==> config.mk <==
export PLATFORM = sky130hd
export DESIGN_NAME = pipeline_ctrl
export DESIGN_NICKNAME = d
export VERILOG_FILES = /design/src/rtl/pipeline_ctrl_pkg.sv /design/src/rtl/pipeline_ctrl_hazard_detect.sv /design/src/rtl/pipeline_ctrl.sv
export SDC_FILE = /design/constraint.sdc
export NUM_CORES = 1
export LEC_CHECK = 0
export ABC_AREA = 1
export CORE_AREA = 3 3 66 68
export CTS_BUF_LIST = sky130_fd_sc_hd__clkbuf_8
export CTS_CLUSTER_SIZE = 14
export DETAILED_ROUTE_END_ITERATION = 7
export DIE_AREA = 0 0 69 71
export DONT_BUFFER_PORTS = 1
export GPL_TIMING_DRIVEN = 0
export HOLD_SLACK_MARGIN = 0.15
export PLACE_DENSITY_LB_ADDON = 0.08
export REMOVE_ABC_BUFFERS = 1
export SYNTH_ARGS = -nofsm -noshare
export SYNTH_HDL_FRONTEND = slang
export SYNTH_SLANG_ARGS = --single-unit
==> constraint.sdc <==
create_clock -name clk_i -period 2.6 [get_ports clk_i]
set_input_delay 0.39 -clock clk_i [delete_from_list [all_inputs] [get_ports clk_i]]
set_output_delay 0.39 -clock clk_i [all_outputs]
set_load 0.1 [all_outputs]
==> src/rtl/pipeline_ctrl_pkg.sv <==
// Shared types for the pipeline sequencer: FSM encoding, control-pin bundle
// and the two canonical control patterns (normal RUN rules and full freeze).
package pipeline_ctrl_pkg;

  typedef enum logic [1:0] {
    ST_IDLE     = 2'b00,
    ST_RUN      = 2'b01,
    ST_MEM_WAIT = 2'b10
  } state_e;

  localparam logic [4:0] REG_ZERO = 5'd0;
  localparam int         LAT_W    = 4;

  typedef struct packed {
    logic pc_write;
    logic if_id_write;
    logic if_id_flush;
    logic id_ex_write;
    logic id_ex_bubble;
    logic ex_mem_write;
    logic mem_wb_bubble;
    logic mem_start;
  } ctrl_t;

  localparam ctrl_t CTRL_IDLE = '0;

  // Load-use stall outranks a redirect; the branch re-resolves next cycle.
  function automatic ctrl_t run_ctrl(input logic lu, input logic redirect);
    ctrl_t c;
    c               = '0;
    c.pc_write      = ~lu;
    c.if_id_write   = ~lu;
    c.if_id_flush   = redirect & ~lu;
    c.id_ex_write   = 1'b1;
    c.id_ex_bubble  = lu;
    c.ex_mem_write  = 1'b1;
    c.mem_wb_bubble = 1'b0;
    c.mem_start     = 1'b0;
    return c;
  endfunction

  function automatic ctrl_t freeze_ctrl();
    ctrl_t c;
    c               = '0;
    c.mem_wb_bubble = 1'b1;
    return c;
  endfunction

endpackage

==> src/rtl/pipeline_ctrl_hazard_detect.sv <==
// Load-use hazard detector: a load in EX whose destination is read by the
// instruction in ID. Purely combinational.
module hazard_detect
  import pipeline_ctrl_pkg::*;
(
  input  logic       ex_memread_i,
  input  logic [4:0] ex_rt_i,
  input  logic [4:0] id_rs_i,
  input  logic [4:0] id_rt_i,
  input  logic       id_uses_rt_i,
  output logic       lu_o
);

  logic rs_hit;
  logic rt_hit;

  assign rs_hit = (ex_rt_i == id_rs_i);
  assign rt_hit = id_uses_rt_i & (ex_rt_i == id_rt_i);
  // r0 is hardwired, so a load targeting it never creates a dependency.
  assign lu_o   = ex_memread_i & (ex_rt_i != REG_ZERO) & (rs_hit | rt_hit);

endmodule

==> src/rtl/pipeline_ctrl.sv <==
// Central 5-stage pipeline sequencer: PC/pipeline-register enables, bubbles,
// flushes and a whole-pipeline freeze across multi-cycle data-memory accesses.
module pipeline_ctrl
  import pipeline_ctrl_pkg::*;
#(
  parameter int MEM_LAT = 4,
  parameter int CNT_W   = 16
) (
  input  logic             clk_i,
  input  logic             rst_i,
  input  logic             start_i,
  input  logic [4:0]       id_rs_i,
  input  logic [4:0]       id_rt_i,
  input  logic             id_uses_rt_i,
  input  logic             ex_memread_i,
  input  logic [4:0]       ex_rt_i,
  input  logic             id_branch_taken_i,
  input  logic             id_jump_i,
  input  logic             mem_req_i,
  output logic             pc_write_o,
  output logic             if_id_write_o,
  output logic             if_id_flush_o,
  output logic             id_ex_write_o,
  output logic             id_ex_bubble_o,
  output logic             ex_mem_write_o,
  output logic             mem_wb_bubble_o,
  output logic             mem_start_o,
  output logic             running_o,
  output logic [CNT_W-1:0] stall_cnt_o
);

  localparam logic [LAT_W-1:0] LAT_LAST    = LAT_W'(MEM_LAT - 1);
  localparam bit               MULTI_CYCLE = (MEM_LAT > 1);

  state_e           state_q, state_d;
  logic [LAT_W-1:0] lat_cnt_q, lat_cnt_d;
  logic [CNT_W-1:0] stall_cnt_q, stall_cnt_d;

  logic  lu;
  logic  redirect;
  logic  running;
  ctrl_t ctrl;

  hazard_detect u_hazard_detect (
    .ex_memread_i (ex_memread_i),
    .ex_rt_i      (ex_rt_i),
    .id_rs_i      (id_rs_i),
    .id_rt_i      (id_rt_i),
    .id_uses_rt_i (id_uses_rt_i),
    .lu_o         (lu)
  );

  assign redirect = id_branch_taken_i | id_jump_i;
  assign running  = (state_q != ST_IDLE);

  always_comb begin
    state_d   = state_q;
    lat_cnt_d = lat_cnt_q;
    ctrl      = CTRL_IDLE;
    case (state_q)
      ST_IDLE: begin
        if (start_i) begin
          state_d = ST_RUN;
        end
      end
      ST_RUN: begin
        if (mem_req_i && MULTI_CYCLE) begin
          // Freeze starts on the issue cycle itself; lat_cnt counts it as 1.
          ctrl           = freeze_ctrl();
          ctrl.mem_start = 1'b1;
          lat_cnt_d      = LAT_W'(1);
          state_d        = ST_MEM_WAIT;
        end else begin
          ctrl           = run_ctrl(lu, redirect);
          ctrl.mem_start = mem_req_i;
          state_d        = start_i ? ST_RUN : ST_IDLE;
        end
      end
      ST_MEM_WAIT: begin
        if (lat_cnt_q < LAT_LAST) begin
          ctrl      = freeze_ctrl();
          lat_cnt_d = lat_cnt_q + 1'b1;
        end else begin
          // Release cycle: normal hazard rules apply, no new access can start.
          ctrl      = run_ctrl(lu, redirect);
          lat_cnt_d = '0;
          state_d   = start_i ? ST_RUN : ST_IDLE;
        end
      end
      default: begin
        state_d   = ST_IDLE;
        lat_cnt_d = '0;
      end
    endcase
  end

  always_comb begin
    stall_cnt_d = stall_cnt_q;
    if (running && !ctrl.pc_write && (stall_cnt_q != {CNT_W{1'b1}})) begin
      stall_cnt_d = stall_cnt_q + 1'b1;
    end
  end

  always_ff @(posedge clk_i or negedge rst_i) begin
    if (!rst_i) begin
      state_q     <= ST_IDLE;
      lat_cnt_q   <= '0;
      stall_cnt_q <= '0;
    end else begin
      state_q     <= state_d;
      lat_cnt_q   <= lat_cnt_d;
      stall_cnt_q <= stall_cnt_d;
    end
  end

  assign pc_write_o      = ctrl.pc_write;
  assign if_id_write_o   = ctrl.if_id_write;
  assign if_id_flush_o   = ctrl.if_id_flush;
  assign id_ex_write_o   = ctrl.id_ex_write;
  assign id_ex_bubble_o  = ctrl.id_ex_bubble;
  assign ex_mem_write_o  = ctrl.ex_mem_write;
  assign mem_wb_bubble_o = ctrl.mem_wb_bubble;
  assign mem_start_o     = ctrl.mem_start;
  assign running_o       = running;
  assign stall_cnt_o     = stall_cnt_q;

endmodule

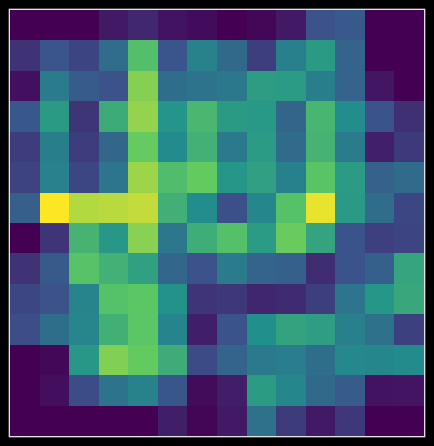
(routed metal per tile)
Scale: 6 px per µm. The die is cut into 14 by 14 equal tiles; dark purple is low, yellow is high, scaled to the fullest tile. Values are wire area over tile area, all layers added.
fullest tile: 0.37
mean over tiles: 0.13
tiles over half the peak: 30%
total detailed-routing wirelength: 4150 µm
Overall Global Routing Usage: 0.176
routed length per instance: 13.4 µm
via count: 1548

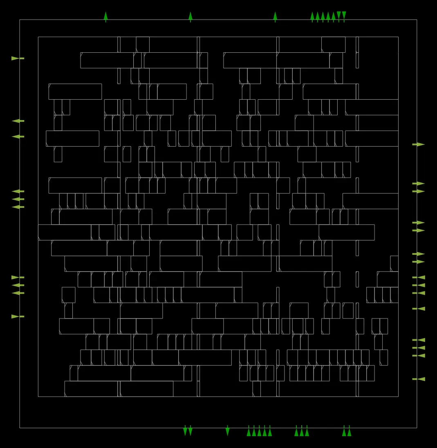
(placed standard cells)
floorplan core area: 0.00391 mm²
non-filler instance count after layout: 309

==> run summary <==
The following summarizes the physical implementation.

Detailed routing
The routed design uses 1900 µm of met2 wire. The remaining antenna violation count after routing is 0. According to the report, the first pass of detailed routing completed in 4 iterations.

Clocking
Post-CTS repair changed the size of 22 cells. In this run, CTS created clock tree buffers numbering 3. On the reported timing paths, the clock transition at the registers reads 0.08 ns. No sink is reached through more buffers than the 2 on the longest clock path.

Worst setup path
The worst register-to-register path begins at stall_cnt_o[2]. The worst setup slack for register-to-register paths is 0.23 ns. The cell with the biggest individual delay on the critical path is nor2_4.

The cell family contributing the most delay on the critical path is simple AND/OR/NAND/NOR gates. The cell count of the worst reg-to-reg path is 6. The timing report lists the critical path depth as 10 cells.

STA
The post-route fraction of the period consumed by the critical path is 1.02. In the final report, the number of endpoints failing setup comes to 2. Setup slack on the critical path of the routed design comes to -0.0500 ns.

The final period demand of the worst path is 2.65 ns. Per the slew report, the remaining headroom to the max-slew limit stands at 0.280. The final max-slew violation count recorded for this run is 0. Based on the critical path, the design can be clocked at up to 0.377 GHz.

Logic synthesis
The synthesized chip area reported by yosys is 0.00169 mm². The gate-level netlist out of Yosys references 29 unique cell types. The average cell area after synthesis is 6.83 µm². The share of the Yosys chip area taken by registers is 0.325.

The number of instances in the synthesized netlist is 248.

Power
The static leakage is 1.00 nW. The power report attributes to the combinational group a share of 0.533. Dividing total power by cell area gives a power density of 1070 mW/mm². The switching power is 1.27 mW. The peak supply drop is 0.000614 V.

Global route
The aggregate global routing overflow is 0.

Outcome
The flow ran to the end, but the final reports show violations. The final reports fail on negative setup slack.

Layout
The layout summary lists the proportion of cells stronger than drive strength 1 as 0.178.

Run
The run reported a max-capacitance violation count of 0.

Floorplanning
During I/O placement, the number of pins put on the boundary was 48.
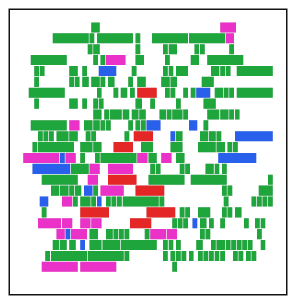
(sizing map)
Scale: 4 px per µm.
legend:
  green:
    size: x1 and smaller
    cells: 213
    share: 82%
  blue:
    size: x2
    cells: 15
    share: 5.8%
  magenta:
    size: x3 and x4
    cells: 23
    share: 8.9%
  red:
    size: x6 and larger
    cells: 8
    share: 3.1%
area added between synthesis and finish: 18.5%
Finished Cell Area: 0.00201 mm²
post-route worst setup slack: -0.0500 ns

power by group through the flow:
stage	combinational [mW]	clock, mW	sequential [mW]
after CTS	1.06	0.218	0.791
after global placement	0.803	0	0.792
after detailed placement	0.855	0	0.794
final	1.15	0.211	0.796
after floorplan	0.706	0	0.767
after global routing	1.24	0.236	0.809
sequential cells by signal (all words and copies together) (netlist names):
signal,flops
state_q,2
stall_cnt_o,16
lat_cnt_q,4
kinds of logic (layout without fill, tap and decap cells):
kind of cell | after synthesis | count (layout) | share of synthesized area
AOI/OAI and AO/OA | 10 | 10 | 0.0369
xor gates and xnor gates | 10 | 10 | 0.0517
adders and majority gates | 6 | 6 | 0.0443
buffers and inverters | 48 | 58 | 0.127
DFF | 22 | 22 | 0.325
and+or+nand+nor | 152 | 153 | 0.415
layout by cell type, fill, tap and decap left out, types with 3 or more instances in the layout:
cell type / count
nand2_1: 82
inv_1: 30
nand4_1: 22
dfrtp_1: 19
nor2_1: 18
nand3_1: 13
buf_4: 11
inv_2: 6
xnor2_1: 5
xor2_1: 5
o21ai_0: 4
nor3_1: 4
nor2_4: 3
ha_1: 3
ha_4: 3
clkbuf_8: 3
buf_12: 3
dfrtp_2: 3
worst min path at each step:
stage	from	endpoint	slack (ns)	cells after the start
2_1_floorplan	rst_i	lat_cnt_q[0]	0.09	0
3_5_place_dp	rst_i	stall_cnt_o[1]	0.1	0
4_1_cts	mem_req_i	state_q[1]	0.37	2
6_report	start_i	state_q[1]	0.38	3
5_1_grt	start_i	state_q[0]	0.39	3
3_3_place_gp	rst_i	stall_cnt_o[0]	0.1	0
cells in the mapped netlist, drive strengths merged:
| library cell | n | area, µm² |
|---|---|---|
| nand2 | 83 | 312 |
| xor2 | 5 | 43.8 |
| nand3 | 14 | 82.6 |
| nand2b | 1 | 13.8 |
| nand4 | 22 | 138 |
| xnor2 | 5 | 43.8 |
| nor3 | 6 | 40.0 |
| buf | 7 | 61.3 |
| nor3b | 1 | 7.51 |
| dfrtp | 22 | 551 |
| o22ai | 2 | 12.5 |
| o21a | 1 | 7.51 |
| ha | 6 | 75.1 |
| inv | 39 | 146 |
| o21ai | 4 | 20.0 |
| o2bb2ai | 1 | 8.76 |
| clkbuf | 2 | 7.51 |
| nor4 | 2 | 18.8 |
| or2 | 1 | 6.26 |
| a21oi | 2 | 13.8 |
| nor2 | 22 | 85.1 |
routing by layer:
layer  global-route usage  vias to the layer above
met1                0.236                      700
met2                0.283                       32
li1                     -                      814
met3               0.0455                        2
met5                    0                        -
met4               0.0456                        0
per-stage QoR:
stage | cell area (µm²) | worst slack [ns] | instances | hold slack [ns] | TNS (ns)
after floorplan | 1630 | -2.68 | 239 | 0.0944 | -31.74
after global placement | 1690 | -3.12 | 289 | 0.0957 | -41.45
after detailed placement | 1730 | -0.849 | 291 | 0.0958 | -3.60
after CTS | 1950 | -0.0403 | 306 | 0.366 | -0.0448
after global routing | 2010 | -0.121 | 309 | 0.393 | -0.335
final | 2010 | -0.0500 | 309 | 0.376 | -0.0874
cell type report:
cell class	instances	area, µm²
Clock buffer	3	41.3
Fill cell	396	1910
Inverter	39	151
Multi-Input combinational cell	179	1030
Sequential cell	22	554
Tap cell	50	62.6
Timing Repair Buffer	16	168
Power figures rest on the tool's default switching activity, not on a simulated workload.
